`src/rtl/pc_gen.sv`:
```
// pc_gen: registered fetch program counter with exception/eret vectors and a
//    pending-redirect latch that keeps branch/jump decisions made during stalls.
// Latency: redirect, exc and eret appear on pc one cycle after they are sampled.
//    A redirect seen while stalled appears one cycle after the first unstalled cycle.
// Backpressure: stall holds pc and captures any redirect; exc/eret ignore stall.
//
// Ports:
//    clk, reset             single clock, synchronous active-high reset
//    stall                  hold pc (fetch/decode stalled)
//    br_take/j_take/jr_take redirect requests from ID (priority jr > j > br)
//    br_pc, imm, jr_target  operands used to form the redirect target
//    exc, eret, epc         CP0 commits: handler entry / return to epc
//    pc                     registered fetch address
//    pend_valid             a redirect is latched, waiting for stall release
//    fetch_adel             pc misaligned or outside the instruction window
module pc_gen #(
   parameter int              PC_W      = 32,
   parameter logic [PC_W-1:0] RESET_PC  = 32'h0000_3000,
   parameter logic [PC_W-1:0] EXC_PC    = 32'h0000_4180,
   parameter logic [PC_W-1:0] IMEM_BASE = 32'h0000_3000,
   parameter logic [PC_W-1:0] IMEM_SIZE = 32'h0000_2000
) (
   input  logic            clk,
   input  logic            reset,
   input  logic            stall,
   input  logic            br_take,
   input  logic            j_take,
   input  logic            jr_take,
   input  logic [PC_W-1:0] br_pc,
   input  logic [25:0]     imm,
   input  logic [PC_W-1:0] jr_target,
   input  logic            exc,
   input  logic            eret,
   input  logic [PC_W-1:0] epc,
   output logic [PC_W-1:0] pc,
   output logic            pend_valid,
   output logic            fetch_adel
);

   logic [PC_W-1:0] bp4;
   logic [PC_W-1:0] br_off;
   logic [PC_W-1:0] target;
   logic [PC_W-1:0] pend_target;
   logic            redirect;
   logic [PC_W:0]   imem_limit;

   assign bp4      = br_pc + PC_W'(4);
   // Sign-extended word offset of the 16-bit branch displacement.
   assign br_off   = {{(PC_W-18){imm[15]}}, imm[15:0], 2'b00};
   assign redirect = br_take | j_take | jr_take;

   always_comb begin
      target = bp4 + br_off;
      if (jr_take) begin
         target = jr_target;
      end else if (j_take) begin
         target = {bp4[PC_W-1:28], imm, 2'b00};
      end
   end

   // One extra bit so a window ending at the top of the address space
   // does not wrap to zero.
   assign imem_limit = {1'b0, IMEM_BASE} + {1'b0, IMEM_SIZE};

   assign fetch_adel = (pc[1:0] != 2'b00)
                     | (pc < IMEM_BASE)
                     | ({1'b0, pc} >= imem_limit);

   always_ff @(posedge clk) begin
      if (reset) begin
         pc          <= RESET_PC;
         pend_valid  <= 1'b0;
         pend_target <= RESET_PC;
      end else if (exc) begin
         pc         <= EXC_PC;
         pend_valid <= 1'b0;
      end else if (eret) begin
         pc         <= epc;
         pend_valid <= 1'b0;
      end else if (stall) begin
         // pc holds; the newest redirect overwrites any older pending one.
         if (redirect) begin
            pend_target <= target;
            pend_valid  <= 1'b1;
         end
      end else if (redirect) begin
         // A live redirect is younger than anything pending, so it wins.
         pc         <= target;
         pend_valid <= 1'b0;
      end else if (pend_valid) begin
         pc         <= pend_target;
         pend_valid <= 1'b0;
      end else begin
         pc <= pc + PC_W'(4);
      end
   end

endmodule

```
`config.mk`:
```
export PLATFORM = sky130hd
export DESIGN_NAME = pc_gen
export DESIGN_NICKNAME = d
export VERILOG_FILES = /design/src/rtl/pc_gen.sv
export SDC_FILE = /design/constraint.sdc
export NUM_CORES = 1
export LEC_CHECK = 0
export CAP_MARGIN = 40
export CORE_ASPECT_RATIO = 2
export CORE_UTILIZATION = 35
export CTS_CLUSTER_SIZE = 10
export DETAILED_ROUTE_END_ITERATION = 8
export HOLD_SLACK_MARGIN = 0.15
export PLACE_DENSITY = 0.63
export SLEW_MARGIN = 40
export SYNTH_ARGS = -nofsm -noshare
export SYNTH_HDL_FRONTEND = slang
export SYNTH_SLANG_ARGS = --single-unit
```
`constraint.sdc`:
```
create_clock -name clk -period 5 [get_ports clk]
set_input_delay 1 -clock clk [delete_from_list [all_inputs] [get_ports clk]]
set_output_delay 1 -clock clk [all_outputs]
set_load 0.03 [all_outputs]
```
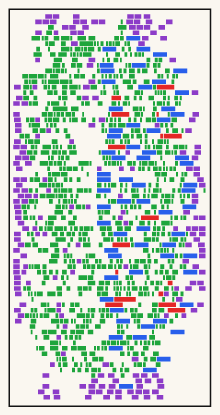
*Cell classes on the final placement, run 1*
(2 px per micron)
color	class	cells	share of their area
purple	other buffers and delay cells	211	23%
green	combinational and other logic	836	59%
red	clock drivers and dummy loads	16	3.4%
blue	flops	65	15%

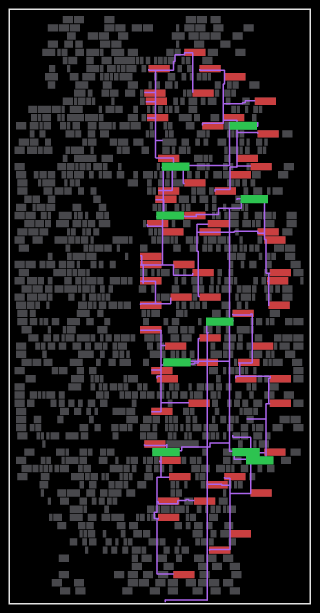
*Clock distribution, run 1*
(3 px per micron)
[red] flip-flops | count: 65
[green] clock drivers | count: 9
[purple] clock wires | length: 1,070 microns
routed clock nets	10

==> deck_impl_summary.md, run 1 <==
Physical Implementation Snapshot

Final timing
  • Final WS setup: 315 ps
  • Period minus WS final: around 4700 ps
  • Final setup vio count: 0
  • Cycle use final: 93.7%
  • Final Hold Viols: 0
  • Actual slew at the worst max-slew pin: between 600 and 700 ps
  • Slew Limit Fails: 0
  • Highest clock rate: 213 MHz
  • Slew margin rel.: ~55%

Synthesis
  • Yosys warning count: 0
  • Ys async rst share: 0%
  • Post-synth EDFFs: 0
  • Floorplan Nets: around 1,100
  • Registers, synthesis: roughly 65
  • Netlist cell types: roughly 74
  • Synth top area share: between 10% and 20%
  • Yosys Chip Area: 6700 sq um
  • Syn Std Cell Area: around 6700 sq um
  • Syn Area/Cell: 6.96 sq um

Placement
  • Hpwl dp: 21,100 microns
  • Placed Cells: 1,367
  • DP Area: slightly below 9000 sq um
  • Final Wtd Congestion: 0.964
  • Port bufs: approximately 160

Layout
  • Core Util, Final: 48.5%
  • Layout fillers: 1,941
  • Share of cells above drive strength 1: 7.98%
  • Top cells excl fill/tap: 163 x clkdlybuf4s50_1, 112 x nand2_1, 92 x a21oi_1
  • Layout net count: around 1,300
  • Top cell excl fill/tap: clkdlybuf4s50_1
  • Area growth syn-to-layout: 35.6%
  • Finished Layout Cells: approximately 1,400
  • Logic area: just over 5000 sq um
  • Reg area: 1300 sq um

Worst hold path
  • Worst Min Path Start: pend_target[21]
  • Hold Crit Class: reg2reg
  • Hold path cells: 2

Clocking
  • # Post-CTS Setup Buffers: 0
  • Clock buffers created by TritonCTS: 9
  • Clock transition at path regs: around 50 ps
  • Clock latency on the worst-skew pair: 350 ps
  • CTS tree: done
  • Clock buffer depth: 2
  • Root Buffer: clkbuf_16
  • CTS sink count: 65
  • Post-CTS sizing: 0
  • CTS H-tree lvls: 3
  • Hold buffers post-CTS: 0

Power
  • Max VDD drop: between 0.15 and 0.2 mV
  • Sw frac: between 30% and 40%
  • Seq power: 0.584 mW
  • Top pwr grp: combinational logic
  • Total combinational power: 0.715 mW
  • Clock network power: about 0.65 mW
  • Total power: 1.95 mW
  • PD cells: approximately 210 nW/um^2
  • P_int: roughly 1.3 mW
  • Seq pwr share: 30.0%

GRT
  • Largest net degree at the start of global routing: 50
  • M2 GR Usage: 49.8%
  • Initial antenna violation count: 0
  • Layer with the highest usage: met2
  • Overall routing resource usage: between 20% and 30%
  • Routing usage on met3: 2.58%
  • First-pass GRT wire length: a little over 40,000 microns

Routing
  • Initial DRC count: 418
  • Met1 WL: approximately 9500 microns
  • DR WL met2: 14,000 microns
  • Routed Antenna Nets: 0
  • Met3 wire len: 1190 microns
  • WL per Instance: roughly 19 microns
  • Uppermost routed layer: met4

Setup path
  • FF-to-FF setup slack: between 2000 and 2500 ps
  • Slowest-stage cell, CP: or4_1
  • Source of the critical timing path: br_pc[5]
  • Crit-path max FO: 6
  • Slowest stage delay, CP: 580 ps
  • Arrival time worst endpoint: around 5000 ps
  • Crit Path Class: in2reg
  • Critical path data required time: about 5200 ps
  • Reg2Reg Launch Point: pc[2]
  • Worst path depth: 15
  • Worst reg2reg path depth: 11
  • Crit path cell chain: clkdlybuf4s50_1 -> and4_1 -> and2_1 -> nand4_1 -> xnor2_1 -> ha_1 -> a21oi_1 -> o21ai_0 -> or4_1 -> nor3_1 -> a21oi_1 -> a211o_1 -> xor2_1 -> mux2i_1 -> nand3_1
  • Crit path capture type: flip-flop

Floorplanning
  • FP Util: between 30% and 40%
  • Die H: 198 microns
  • Die W: roughly 100 microns
  • Row count: slightly above 70
  • Die area: 19,700 sq um

Run
  • Log Warnings: 32
  • Maximum Capacitance Violations: 0

Status
  • Status: finished clean
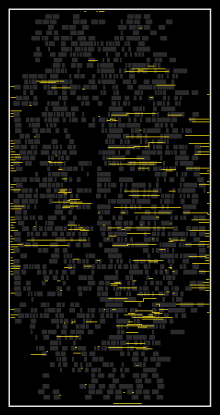
*M3 wires, run 1*
(2 px per micron)
wire length on this layer	1,190 microns
longest straight run	33.1 microns

-- run 1: state kept, by name (all words and copies together) (netlist names), named ones only --
signal	count
pc	30
pend_target	32
pend_valid	1
-- run 1: cells in the mapped netlist (all sizes together), types with 3 or more instances --
master,count
a21oi,96
nor2,86
mux2,6
and2,8
xnor2,46
nor2b,6
o22ai,8
a21o,10
dfxtp,65
o211ai,13
o21bai,9
or3,8
buf,11
a31oi,11
nor4,13
and4,9
ha,36
inv,26
nand2,112
nor3b,3
a22o,4
nor3,38
o31ai,5
clkbuf,51
nand2b,4
a211oi,17
a32oi,6
nand3,38
a22oi,5
nand4,24
mux2i,11
a2bb2oi,5
o21ai,82
a21boi,3
a221oi,5
a311oi,5
and3,14
a2111oi,3
xor2,24
o21a,9
-- run 1: worst register-to-register path, cell delays in order (launching register included) --
cell	delay, ps
dfxtp_1	490
ha_1	230
and3_1	250
nand4_1	120
buf_4	200
nor4_1	520
nand3_1	210
xnor2_1	170
mux2i_1	140
o211ai_1	100
a22oi_1	160
o21ai_0	100
-- run 1: cell type report --
| class | count | share of cell area (%) |
|---|---|---|
| clock buffers | 11 | 2.67 |
| clock inverters | 5 | 0.606 |
| inverters | 27 | 1.12 |
| multi-input cells | 809 | 55.9 |
| flip-flops and latches | 65 | 14.3 |
| well taps | 255 | 3.51 |
| repair buffers | 211 | 21.9 |
-- run 1: logic make-up after synthesis --
logic type | Yosys count | share of synthesized area (%)
AOI/OAI and AO/OA | 313 | 30.0
xor gates and xnor gates | 70 | 9.15
adders and majority gates | 37 | 7.02
buffers and inverters | 89 | 5.10
DFF | 65 | 19.4
muxes | 17 | 2.65
and+or+nand+nor | 372 | 26.7
--- run 2 (diff from run 1) ---
Settings changed: CAP_MARGIN 40 to 25, HOLD_SLACK_MARGIN 0.15 to default.
==> deck_impl_summary.md, run 2 <==
Physical Implementation Snapshot

Status
  • Status: finished clean

Final timing
  • Cycle use final: a little over nine tenths
  • Skew final: about 6.7 ps
  • Final Hold Viols: 0
  • Final setup vio count: 0
  • Slew margin rel.: between 50% and 60%
  • Period minus WS final: about 4700 ps
  • Actual slew at the worst max-slew pin: just under 700 ps
  • Slew Limit Fails: 0
  • Final WS setup: about 310 ps
  • RSZ-0062 raised after global routing: false
  • Highest clock rate: between 200 and 250 MHz
  • Setup tns final: 0 ps

GRT
  • Largest net degree at the start of global routing: 50
  • Overall routing resource usage: about a quarter
  • Gr ovfl total: 0
  • Routing usage on met3: ~2.6%
  • Number of global-route vias before repair: between 7,000 and 8,000
  • First-pass GRT wire length: a little over 40,000 microns
  • Initial antenna violation count: 0
  • M2 GR Usage: 49.8%
  • Met1 Use GR: 28.0%
  • Layer with the highest usage: met2

Setup path
  • Worst path depth: 15
  • Crit path capture type: flip-flop
  • Critical path buffers and inverters: 1
  • Most used cell, CP: a21oi_1
  • Arrival time worst endpoint: 4910 ps
  • Critical path's top delay family: simple AND/OR/NAND/NOR gates
  • Slowest-stage cell, CP: or4_1
  • Critical path launch point type: input pin
  • Worst reg2reg path depth: 11
  • Slowest stage delay, CP: 580 ps
  • Critical path data required time: 5220 ps
  • Crit path cell chain: clkdlybuf4s50_1 -> and4_1 -> and2_1 -> nand4_1 -> xnor2_1 -> ha_1 -> a21oi_1 -> o21ai_0 -> or4_1 -> nor3_1 -> a21oi_1 -> a211o_1 -> xor2_1 -> mux2i_1 -> nand3_1
  • FF-to-FF setup slack: 2200 ps
  • Crit Path Class: in2reg
  • Crit-path max FO: 6

Synthesis
  • Area leader, netlist: dfxtp_1
  • Syn Area/Cell: around 7 sq um
  • Commonest flop: dfxtp_1
  • Syn Std Cell Area: around 6700 sq um
  • Post-synth EDFFs: 0
  • Registers, synthesis: 65
  • Yosys warning count: 0
  • Ys async rst share: 0%
  • Netlist cell types: approximately 74
  • Yosys Chip Area: 6700 sq um
  • Floorplan Nets: about 1,100
  • Post-synthesis instance total: around 960
  • Synth top area share: 19.4%
  • Top cells by count: 112 x nand2_1, 93 x a21oi_1, 86 x nor2_1
  • Largest cells by area: dfxtp_1 19%, a21oi_1 6.9%, ha_1 6.7%
  • Count leader, synth: nand2_1
  • # Cells Yosys: approximately 960
  • Seq share, synth: slightly below 20%

Power
  • Leak Pwr: 3.41 nW
  • Max VDD drop: ~0.18 mV
  • PD cells: approximately 210 nW/um^2

Placement
  • DP Worst Slack: ~28 ps
  • DP Area: 8790 sq um
  • Port bufs: 163
  • Hpwl dp: between 20,000 and 25,000 microns
  • Final Wtd Congestion: 0.964

Clocking
  • # Post-CTS Setup Buffers: 0
  • Clock buffer depth: 2
  • Clock buffers created by TritonCTS: 9
  • Clock transition at path regs: about 50 ps
  • CTS tree: done
  • Clock latency on the worst-skew pair: ~350 ps
  • CTS sink count: approximately 65
  • CTS H-tree lvls: 3
  • Root Buffer: clkbuf_16

Routing
  • WL per Instance: approximately 19 microns
  • Vias per cell: between 5 and 6
  • Drc violations: 0
  • Routed Antenna Nets: 0
  • Drt first pass iters: 5
  • Initial DRC count: around 420
  • Final WL: about 26,000 microns
  • Via Count: between 7,000 and 8,000

Floorplanning
  • Num ports: 164
  • Core area: ~19,000 sq um
  • Die area: 19,700 sq um
  • Row count: about 71
  • Die W: 99.9 microns
  • FP Util: approximately 36%
  • Die H: slightly below 200 microns

Run
  • Maximum Capacitance Violations: 0
  • Log Warnings: 32

Layout
  • Core Util, Final: between 40% and 50%
  • Area growth syn-to-layout: 35.6%
  • Biggest registers after layout: pend_target (32), pc (30), pend_valid (1)
  • Max reg flops: 32
  • ANT cells: 0
  • Most flops, register: pend_target
  • Top cells excl fill/tap: 163 x clkdlybuf4s50_1, 112 x nand2_1, 92 x a21oi_1
  • Share of cells above drive strength 1: 7.98%
  • Design Area, Final: a little over 9000 sq um
  • Layout net count: 1,290
  • Top cell excl fill/tap: clkdlybuf4s50_1

Worst hold path
  • Hold path cells: 2
  • Hold Crit Class: reg2reg
-- run 2: tightest hold or removal path, cell delays in order, from the launching register on --
cell,delay (ps)
dfxtp_1,310
nand2_1,50
a21oi_1,50
-- run 2: metal layers --
metal | wire length, microns | part of all wire (%)
met2 | 14000 | 53
met4 | 1570 | 6.0
met1 | 9510 | 36
met5 | 0 | 0
met3 | 1190 | 4.5
-- run 2: layout make-up --
cell class              count  area (sq um)
well taps                 255           319
clock buffers              11           243
multi-input cells         809          5080
repair buffers            211          1990
inverters                  27           101
clock inverters             5          55.1
flip-flops and latches     65          1300
fillers                  1941          9660
-- run 2: final timing paths --
check,from,end
setup / recovery,br_pc[5],pc[31]
hold reg to reg,pend_target[21],pend_target[21]
setup reg to reg,pc[2],pc[26]
hold / removal,pend_target[21],pend_target[21]
-- run 2: what timing repair did --
action	in CTS	in global routing
resized	0	1
setup endpoints to repair	0	1
hold buffers	0	0
hold endpoints to repair	0	0
-- run 2: power by group --
group	internal, mW	total, mW	leakage, nW	switching [mW]
clock network	0.398	0.646	0.142	0.248
registers	0.546	0.584	0.532	0.0385
logic	0.325	0.715	2.73	0.391
total	1.27	1.95	3.41	0.677
-- run 2: logic make-up after synthesis --
kind of cell / synth area share, %
buf+inv: 5.10
xor+xnor: 9.15
flops: 19.4
mux: 2.65
simple gates: 26.7
compound gates: 30.0
fa+ha+maj: 7.02
-- run 2: through the flow --
step                      total power [mW]  hold slack [ps]  cells
after floorplan                      0.997              432    963
after global placement                1.30              441   1367
after detailed placement              1.30              447   1367
after CTS                             1.95              453   1383
after global routing                  2.03              466   1383
final                                 1.95              454   1383
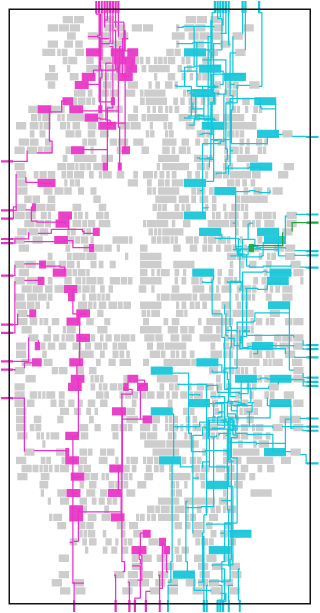
*Wires at chosen ports, followed through buffers, run 2*
(3 px per micron)
color	port	direction	edge	end cells	buffers	wire
magenta	`imm`	input	11 left, 9 top, 6 bottom	64	27	1,040 microns
cyan	`pc`	output	15 right, 9 top, 8 bottom	32	32	2,360 microns
green	`fetch_adel`	output	right	1	1	22.4 microns

--- run 3 (diff from run 2) ---
Settings changed: CTS_CLUSTER_DIAMETER from default to 100.
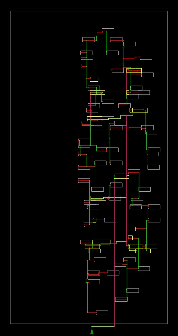
*Clock routing, run 3*
CTS sink count: 65
clock latency on the worst-skew pair: 350 ps
skew final: 6.66 ps
flip-flop and latch count: 65
clock buffer count: 11

==> deck_impl_summary.md, run 3 <==
Physical Implementation Snapshot

Synthesis
  • Post-synthesis instance total: between 900 and 1,000
  • Post-synth EDFFs: 0
  • Count leader, synth: nand2_1
  • # Cells Yosys: 963
  • Yosys warning count: 0
  • Top cells by count: 112 x nand2_1, 93 x a21oi_1, 86 x nor2_1
  • Area leader, netlist: dfxtp_1
  • Syn Std Cell Area: 6700 sq um
  • Yosys Chip Area: ~6700 sq um
  • Ys async rst share: 0%
  • Registers, synthesis: between 60 and 70
  • Floorplan Nets: roughly 1,100
  • Netlist cell types: 74
  • Commonest flop: dfxtp_1
  • Synth top area share: about a fifth
  • Largest cells by area: dfxtp_1 19%, a21oi_1 6.9%, ha_1 6.7%
  • Syn Area/Cell: 6.96 sq um
  • Seq share, synth: roughly a fifth

Clocking
  • Clock transition at path regs: 50 ps
  • Clock buffer depth: 2
  • Root Buffer: clkbuf_16
  • CTS tree: done
  • # Post-CTS Setup Buffers: 0
  • Hold buffers post-CTS: 0
  • Clock buffers created by TritonCTS: 9
  • CTS H-tree lvls: 3

Routing
  • Initial DRC count: around 420
  • Vias per cell: between 5 and 6
  • Final WL: ~26,000 microns
  • WL per Instance: roughly 19 microns
  • Routed Antenna Nets: 0
  • Drt first pass iters: 5
  • Drc violations: 0
  • Via Count: between 7,000 and 8,000

Setup path
  • Critical path launch point type: input pin
  • Slowest-stage cell, CP: or4_1
  • Critical path data required time: between 5000 and 6000 ps
  • Slowest stage delay, CP: ~580 ps
  • Critical path's top delay family: simple AND/OR/NAND/NOR gates
  • Crit-path max FO: 6
  • Most used cell, CP: a21oi_1
  • Crit Path Class: in2reg
  • Arrival time worst endpoint: roughly 5000 ps
  • Critical path buffers and inverters: 1
  • Crit path capture type: flip-flop
  • Crit path cell chain: clkdlybuf4s50_1 -> and4_1 -> and2_1 -> nand4_1 -> xnor2_1 -> ha_1 -> a21oi_1 -> o21ai_0 -> or4_1 -> nor3_1 -> a21oi_1 -> a211o_1 -> xor2_1 -> mux2i_1 -> nand3_1

Final timing
  • Final WS setup: approximately 310 ps
  • Cycle use final: a little over nine tenths
  • Setup tns final: 0 ps
  • Period minus WS final: 4690 ps
  • Actual slew at the worst max-slew pin: approximately 680 ps
  • Slew margin rel.: a little over half
  • Final Hold Viols: 0
  • Highest clock rate: 213 MHz
  • Slew Limit Fails: 0
  • WHS: 454 ps
  • Final setup vio count: 0
  • RSZ-0062 raised after global routing: false

Status
  • Status: finished clean

Layout
  • Core Util, Final: between 40% and 50%
  • Max reg flops: 32
  • Share of cells above drive strength 1: 7.98%
  • Top cell excl fill/tap: clkdlybuf4s50_1
  • Biggest registers after layout: pend_target (32), pc (30), pend_valid (1)
  • Top cells excl fill/tap: 163 x clkdlybuf4s50_1, 112 x nand2_1, 92 x a21oi_1
  • Most flops, register: pend_target
  • Area growth syn-to-layout: 35.6%
  • ANT cells: 0
  • Layout fillers: between 1,500 and 2,000
  • Layout net count: around 1,300
  • Finished Layout Cells: ~1,400
  • Design Area, Final: just over 9000 sq um

GRT
  • Largest net degree at the start of global routing: about 50
  • Initial antenna violation count: 0
  • Gr ovfl total: 0
  • Number of global-route vias before repair: 7,606
  • Overall routing resource usage: roughly a quarter
  • First-pass GRT wire length: about 41,000 microns

Power
  • PD cells: ~210 nW/um^2
  • Max VDD drop: ~0.18 mV
  • Total power: 1.95 mW
  • Leak Pwr: between 3 and 4 nW

Floorplanning
  • Core area: roughly 19,000 sq um
  • Num ports: approximately 160
  • Die W: around 100 microns
  • Row count: between 70 and 80
  • Die H: between 150 and 200 microns
  • Die area: ~20,000 sq um
  • FP Util: approximately 36%

Placement
  • Port bufs: between 150 and 200
  • Placed Cells: about 1,400
  • DP Worst Slack: roughly 28 ps
  • DP Area: slightly below 9000 sq um
  • Final Wtd Congestion: 0.964
  • Hpwl dp: about 21,000 microns

Run
  • Log Warnings: 32
  • Maximum Capacitance Violations: 0

Worst hold path
  • Hold Crit Class: reg2reg
## run 3: path summary, 6_finish.rpt
path	start	endpoint	slack [ps]	depth (start not counted)
min reg2reg	pend_target[21]	pend_target[21]	450	2
max	br_pc[5]	pc[31]	310	15
min	pend_target[21]	pend_target[21]	450	2
max reg2reg	pc[2]	pc[26]	2200	11
## run 3: power by group
group / leakage, nW / internal (mW) / switching, mW
Clock: 0.142 / 0.398 / 0.248
Combinational: 2.73 / 0.325 / 0.391
Sequential: 0.532 / 0.546 / 0.0385
Total: 3.41 / 1.27 / 0.677
## run 3: repair_timing
item                                    4_1_cts  5_1_grt
endpoints found under the setup margin        0        1
endpoints found under the hold margin         0        0
resized                                       0        1
## run 3: worst reg2reg max path: stages, from the launching register on
cell and delay [ps]:
dfxtp_1 490, ha_1 230, and3_1 250, nand4_1 120, buf_4 200, nor4_1 520
nand3_1 210, xnor2_1 170, mux2i_1 140, o211ai_1 100, a22oi_1 160, o21ai_0 100
## run 3: routing by layer
layer  global-route usage, %  share of wire, %  vias to the layer above
li1                        -                 -                     3867
met1                    28.0                36                     3621
met2                    49.8                53                      303
met3                    2.58               4.5                       78
met4                    16.8               6.0                        0
met5                       0                 0                        -
## run 3: cell type report
type,instances,area (sq um),area share [%]
multi-input cells,809,5080,55.9
repair buffers,211,1990,21.9
flip-flops and latches,65,1300,14.3
well taps,255,319,3.51
clock buffers,11,243,2.67
inverters,27,101,1.12
clock inverters,5,55.1,0.606
## run 3: cell families (layout without fill, tap and decap cells)
logic type	after synthesis	in the layout	share of synthesized area (%)
simple gates	372	372	26.7
compound gates	313	313	30.0
buf+inv	89	254	5.10
xor+xnor	70	70	9.15
flops	65	65	19.4
fa+ha+maj	37	37	7.02
mux	17	17	2.65
Power and IR drop assume default switching activity.
